<file path="config.mk">
export PLATFORM = sky130hd
export DESIGN_NAME = truth_sweep_flat
export DESIGN_NICKNAME = d
export VERILOG_FILES = /design/src/rtl/sweep_pkg.sv /design/src/rtl/truth_sweep_if.sv /design/src/rtl/sweep_counter.sv /design/src/rtl/truth_sweep.sv /design/src/flat_wrapper.sv
export SDC_FILE = /design/constraint.sdc
export NUM_CORES = 1
export LEC_CHECK = 0
export ABC_AREA = 1
export CAP_MARGIN = 25
export CORE_UTILIZATION = 50
export DETAILED_ROUTE_END_ITERATION = 10
export PLACE_DENSITY = 0.79
export SLEW_MARGIN = 30
export SYNTH_ARGS = -nofsm -noshare
export SYNTH_HDL_FRONTEND = slang
export SYNTH_SLANG_ARGS = --single-unit
</file>
<file path="constraint.sdc">
create_clock -name clk -period 2.8 [get_ports clk]
set_input_delay 0.7 -clock clk [delete_from_list [all_inputs] [get_ports clk]]
set_output_delay 0.7 -clock clk [all_outputs]
set_load 0.01 [all_outputs]
</file>
<file path="src/rtl/sweep_pkg.sv">
// Shared types and constants for the truth-table sweep stage.
package sweep_pkg;

  typedef enum logic [1:0] {
    StIdle,
    StRun,
    StDone
  } state_e;

  localparam int unsigned DefNIn = 4;
  localparam int unsigned HoldW  = 4;

  // F = A(B+CD) + BC', bit m is F for m = {A,B,C,D}
  localparam logic [15:0] GoldenAbcd = 16'hF830;

endpackage

</file>
<file path="src/rtl/truth_sweep_if.sv">
// Bus between the sweep stage and its environment: stimulus out, F back, results out.
interface truth_sweep_if #(
  parameter int unsigned N_IN = 4
) ();

  logic                 start;
  logic                 f_in;
  logic [N_IN-1:0]      vec_out;
  logic                 vec_valid;
  logic                 busy;
  logic                 done;
  logic                 pass;
  logic [2**N_IN-1:0]   table_out;
  logic [N_IN:0]        err_cnt;
  logic [N_IN-1:0]      first_fail;

  modport master (
    output start, f_in,
    input  vec_out, vec_valid, busy, done, pass, table_out, err_cnt, first_fail
  );

  modport slave (
    input  start, f_in,
    output vec_out, vec_valid, busy, done, pass, table_out, err_cnt, first_fail
  );

endinterface

</file>
<file path="src/rtl/sweep_counter.sv">
// Vector index plus per-vector hold counter; cap marks the capture cycle of a vector.
module sweep_counter
  import sweep_pkg::*;
#(
  parameter int unsigned N_IN   = DefNIn,
  parameter int unsigned SETTLE = 0
) (
  input  logic            clk,
  input  logic            rst,
  input  logic            clear,
  input  logic            en,
  output logic [N_IN-1:0] idx,
  output logic            cap,
  output logic            last
);

  localparam logic [HoldW-1:0] SettleHold = HoldW'(SETTLE);
  localparam logic [HoldW-1:0] HoldOne    = HoldW'(1);
  localparam logic [N_IN-1:0]  IdxOne     = N_IN'(1);

  logic [N_IN-1:0]  idx_q;
  logic [HoldW-1:0] hold_q;

  assign cap  = (hold_q == SettleHold);
  assign last = &idx_q;
  assign idx  = idx_q;

  // The terminal vector never wraps: idx stays there so vec_out holds it in DONE.
  always_ff @(posedge clk) begin
    if (rst) begin
      idx_q  <= '0;
      hold_q <= '0;
    end else if (clear) begin
      idx_q  <= '0;
      hold_q <= '0;
    end else if (en) begin
      if (cap) begin
        hold_q <= '0;
        if (!last) idx_q <= idx_q + IdxOne;
      end else begin
        hold_q <= hold_q + HoldOne;
      end
    end
  end

endmodule

</file>
<file path="src/rtl/truth_sweep.sv">
// Sweeps every input vector of a combinational block, captures F into a truth table
// and compares it against a golden table.
module truth_sweep
  import sweep_pkg::*;
#(
  parameter int unsigned        N_IN   = DefNIn,
  parameter int unsigned        SETTLE = 0,
  parameter logic [2**N_IN-1:0] EXPECT = GoldenAbcd
) (
  input  logic          clk,
  input  logic          rst,
  truth_sweep_if.slave  sw
);

  localparam logic [N_IN:0] ErrOne = (N_IN + 1)'(1);

  state_e               state_q;
  logic [2**N_IN-1:0]   table_q;
  logic [N_IN:0]        err_q;
  logic [N_IN-1:0]      ff_q;

  logic [N_IN-1:0]      idx;
  logic                 cap;
  logic                 last;
  logic                 clear;
  logic                 run;

  assign run   = (state_q == StRun);
  assign clear = sw.start && !run;

  sweep_counter #(
    .N_IN   (N_IN),
    .SETTLE (SETTLE)
  ) u_counter (
    .clk   (clk),
    .rst   (rst),
    .clear (clear),
    .en    (run),
    .idx   (idx),
    .cap   (cap),
    .last  (last)
  );

  always_ff @(posedge clk) begin
    if (rst) begin
      state_q <= StIdle;
      table_q <= '0;
      err_q   <= '0;
      ff_q    <= '0;
    end else begin
      unique case (state_q)
        StIdle, StDone: begin
          if (sw.start) begin
            state_q <= StRun;
            table_q <= '0;
            err_q   <= '0;
            ff_q    <= '0;
          end
        end
        StRun: begin
          // start is ignored here; only rst can abandon a sweep
          if (cap) begin
            table_q[idx] <= sw.f_in;
            if (sw.f_in != EXPECT[idx]) begin
              err_q <= err_q + ErrOne;
              if (err_q == '0) ff_q <= idx;
            end
            if (last) state_q <= StDone;
          end
        end
        default: state_q <= StIdle;
      endcase
    end
  end

  assign sw.vec_out    = idx;
  assign sw.vec_valid  = run;
  assign sw.busy       = run;
  assign sw.done       = (state_q == StDone);
  assign sw.pass       = (state_q == StDone) && (err_q == '0);
  assign sw.table_out  = table_q;
  assign sw.err_cnt    = err_q;
  assign sw.first_fail = ff_q;

endmodule
</file>
<file path="src/flat_wrapper.sv">
// flat-port wrapper written by rule: the top's interface ports become plain ports
module truth_sweep_flat import sweep_pkg::*;
#(
  parameter int unsigned        N_IN   = DefNIn,
  parameter int unsigned        SETTLE = 0,
  parameter logic [2**N_IN-1:0] EXPECT = GoldenAbcd
)
  (clk, rst, sw_start, sw_f_in, sw_vec_out, sw_vec_valid, sw_busy, sw_done, sw_pass, sw_table_out, sw_err_cnt, sw_first_fail);
  truth_sweep_if #(.N_IN(N_IN)) sw_i ();
  input  logic clk;
  input  logic rst;
  input wire logic [$bits(sw_i.start)-1:0] sw_start;
  input wire logic [$bits(sw_i.f_in)-1:0] sw_f_in;
  output wire logic [$bits(sw_i.vec_out)-1:0] sw_vec_out;
  output wire logic [$bits(sw_i.vec_valid)-1:0] sw_vec_valid;
  output wire logic [$bits(sw_i.busy)-1:0] sw_busy;
  output wire logic [$bits(sw_i.done)-1:0] sw_done;
  output wire logic [$bits(sw_i.pass)-1:0] sw_pass;
  output wire logic [$bits(sw_i.table_out)-1:0] sw_table_out;
  output wire logic [$bits(sw_i.err_cnt)-1:0] sw_err_cnt;
  output wire logic [$bits(sw_i.first_fail)-1:0] sw_first_fail;
  assign sw_i.start = sw_start;
  assign sw_i.f_in = sw_f_in;
  assign sw_vec_out = sw_i.vec_out;
  assign sw_vec_valid = sw_i.vec_valid;
  assign sw_busy = sw_i.busy;
  assign sw_done = sw_i.done;
  assign sw_pass = sw_i.pass;
  assign sw_table_out = sw_i.table_out;
  assign sw_err_cnt = sw_i.err_cnt;
  assign sw_first_fail = sw_i.first_fail;
  truth_sweep #(.N_IN(N_IN), .SETTLE(SETTLE), .EXPECT(EXPECT)) u_core (.clk(clk), .rst(rst), .sw(sw_i));
endmodule
</file>
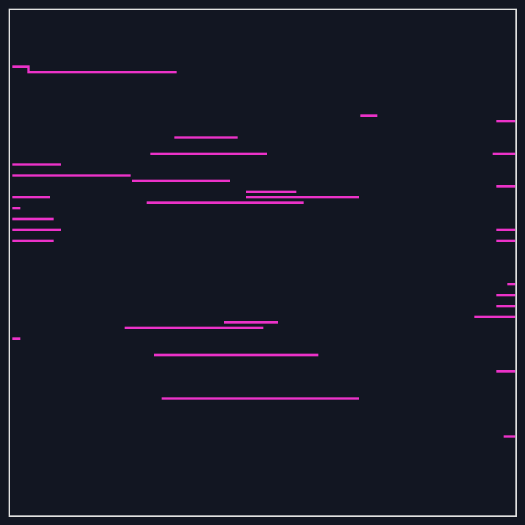
Figure 1: run 1, metal 3.
Drawn at 8 px/um.
- main direction: horizontal
- wire length on this layer: 229 um
- nets with wire on the layer: 28
- share of all routed wire: 5.4%
- longest straight run: 24.4 um

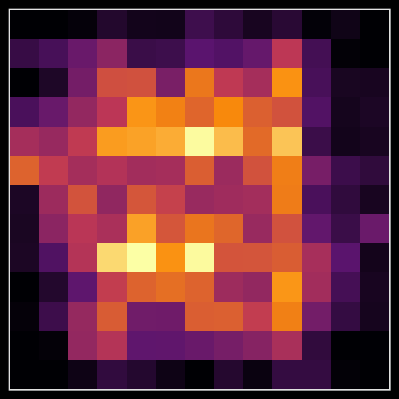
Figure 2: run 1, signal metal coverage by tile.
Drawn at 6 px/um. The die is cut into 13 by 13 equal tiles; black is low, pale yellow is high, scaled to the fullest tile. Values are wire area over tile area, all layers added.
- densest ninth of the die: middle
- fullest tile: 0.48
- mean over tiles: 0.17
wire length per cell after detailed routing: 11.95 um
routed via count: 1834

==> impl_results.rst, run 1 <==
Metrics
=======

.. list-table::
   :header-rows: 1

   * - Metric
     - Value
   * - Fraction of final layout cells sized beyond drive strength 1
     - 6.863%
   * - Combinational cell fraction of total power
     - 17.3%
   * - First-pass GRT wire length
     - 7341 um
   * - Synth Flop Type
     - sky130_fd_sc_hd__dfxtp_1
   * - Post-Syn Area
     - 1872 um^2
   * - Number of hold buffers added after CTS
     - 0
   * - Core footprint
     - 3468 um^2
   * - Register-to-register setup slack
     - 800 ps
   * - Flip-flops with a built-in enable
     - 0
   * - Cell family contributing the most delay on the critical path
     - buffers and inverters
   * - Comb gates
     - 194
   * - Max reg flops
     - 16
   * - Worst Reg-to-Reg Cells
     - 9
   * - Total number of placement rows
     - 21
   * - Number of nets with antenna violations after routing
     - 0
   * - Final non-filler cell area
     - 2342 um^2
   * - Share of total power in sequential cells
     - 48.7%
   * - Inverters excl. clock
     - 29
   * - Stages on the worst setup path
     - 5
   * - Crit path largest cell delay
     - 560 ps
   * - Post-Layout Cell Count
     - 352
   * - Setup repair after global routing missed its margin
     - no
   * - Internal power summed over all cells
     - 792.0 uW
   * - Fin. max-slew vios
     - 0
   * - Die area
     - 3992 um^2
   * - Number of tap cells added at floorplan
     - 46
   * - Fmax
     - 0.4146 GHz
   * - Global routing usage on met3
     - 5.797%
   * - Crit path max fanout
     - 4
   * - Pin count of the biggest net entering global routing
     - 28
   * - Hold Vio Cnt, Final
     - 0
   * - Hold path startpoint
     - u_core.sw.table_out[10]
   * - Worst Tran Pin Value
     - 431.3 ps
   * - Final WS setup
     - 388.1 ps
   * - Post-synthesis to final-layout area growth
     - 25.13%
   * - Outcome
     - complete, no violations
   * - Lkg Pwr
     - 0.9331 nW
   * - Vias per cell
     - 5.210
   * - Met2 Use GR
     - 39.92%
   * - Unique cell type count in the Yosys netlist
     - 27
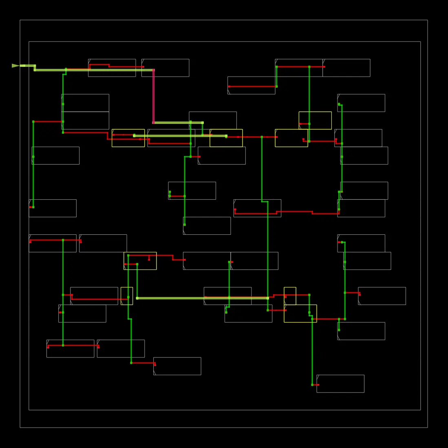
Figure 3: run 1, the clock network.
Clock Sink Count: 36
clk pwr: 378 uW
Clock Buffer Count: 6
TritonCTS Buffers: 5

==> inputs of run 2 (changes only) <==
Clock period 2.8 ns to 2.3 ns, I/O delays scaled along.
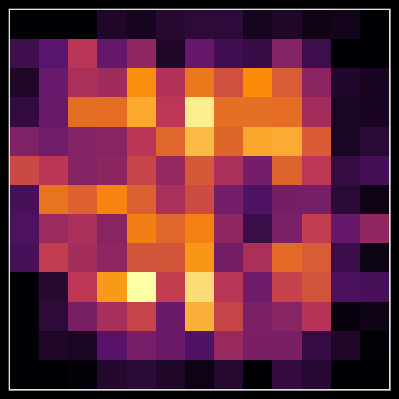
Figure 4: run 2, signal metal coverage by tile.
Drawn at 6 px/um. The die is cut into 13 by 13 equal tiles; black is low, pale yellow is high, scaled to the fullest tile. Values are wire area over tile area, all layers added.
- nearly empty tiles: 9.5%
- fullest tile: 0.47
- mean over tiles: 0.16

==> impl_results.rst, run 2 <==
Metrics
=======

.. list-table::
   :header-rows: 1

   * - Metric
     - Value
   * - Post-Syn Area
     - 1872 um^2 (unchanged)
   * - Global routing usage on met3
     - 6.884% (+1.1 points)
   * - First-pass GRT wire length
     - 7120 um (-3.0%)
   * - Vias per cell
     - 5.065 (-2.8%)
   * - Number of tap cells added at floorplan
     - 46 (unchanged)
   * - Crit path largest cell delay
     - 580 ps (+20 ps)
   * - Crit path max fanout
     - 7 (+3)
   * - TritonCTS Buffers
     - 5 (unchanged)
   * - Clock Buffer Count
     - 8 (+2)
   * - Fin. max-slew vios
     - 0 (unchanged)
   * - Pin count of the biggest net entering global routing
     - 28 (unchanged)
   * - Internal power summed over all cells
     - 976.9 uW (+23%)
   * - Fmax
     - 0.4753 GHz
   * - Outcome
     - complete, no violations
   * - Comb gates
     - 194 (unchanged)
   * - Routed via count
     - 1798 (-2.0%)
   * - Fraction of final layout cells sized beyond drive strength 1
     - 7.443% (+0.58 points)
   * - Inverters excl. clock
     - 29 (unchanged)
   * - Post-synthesis to final-layout area growth
     - 26.40%
   * - Worst Reg-to-Reg Cells
     - 9 (unchanged)
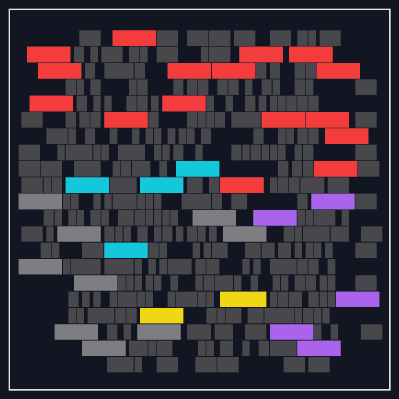
Figure 5: run 2, where the registers sit.
Drawn at 6 px/um. Other sequential cells in the stronger grey, the rest of the logic in the fainter grey.
- yellow: u_core.state_q (sequential cells 2)
- purple: u_core.sw.err_cnt (sequential cells 5)
- cyan: u_core.u_counter.idx (sequential cells 4)
- red: u_core.sw.table_out (sequential cells 16)
- not coloured: 9

No activity file was given, so power comes from the tool's default toggle rates.
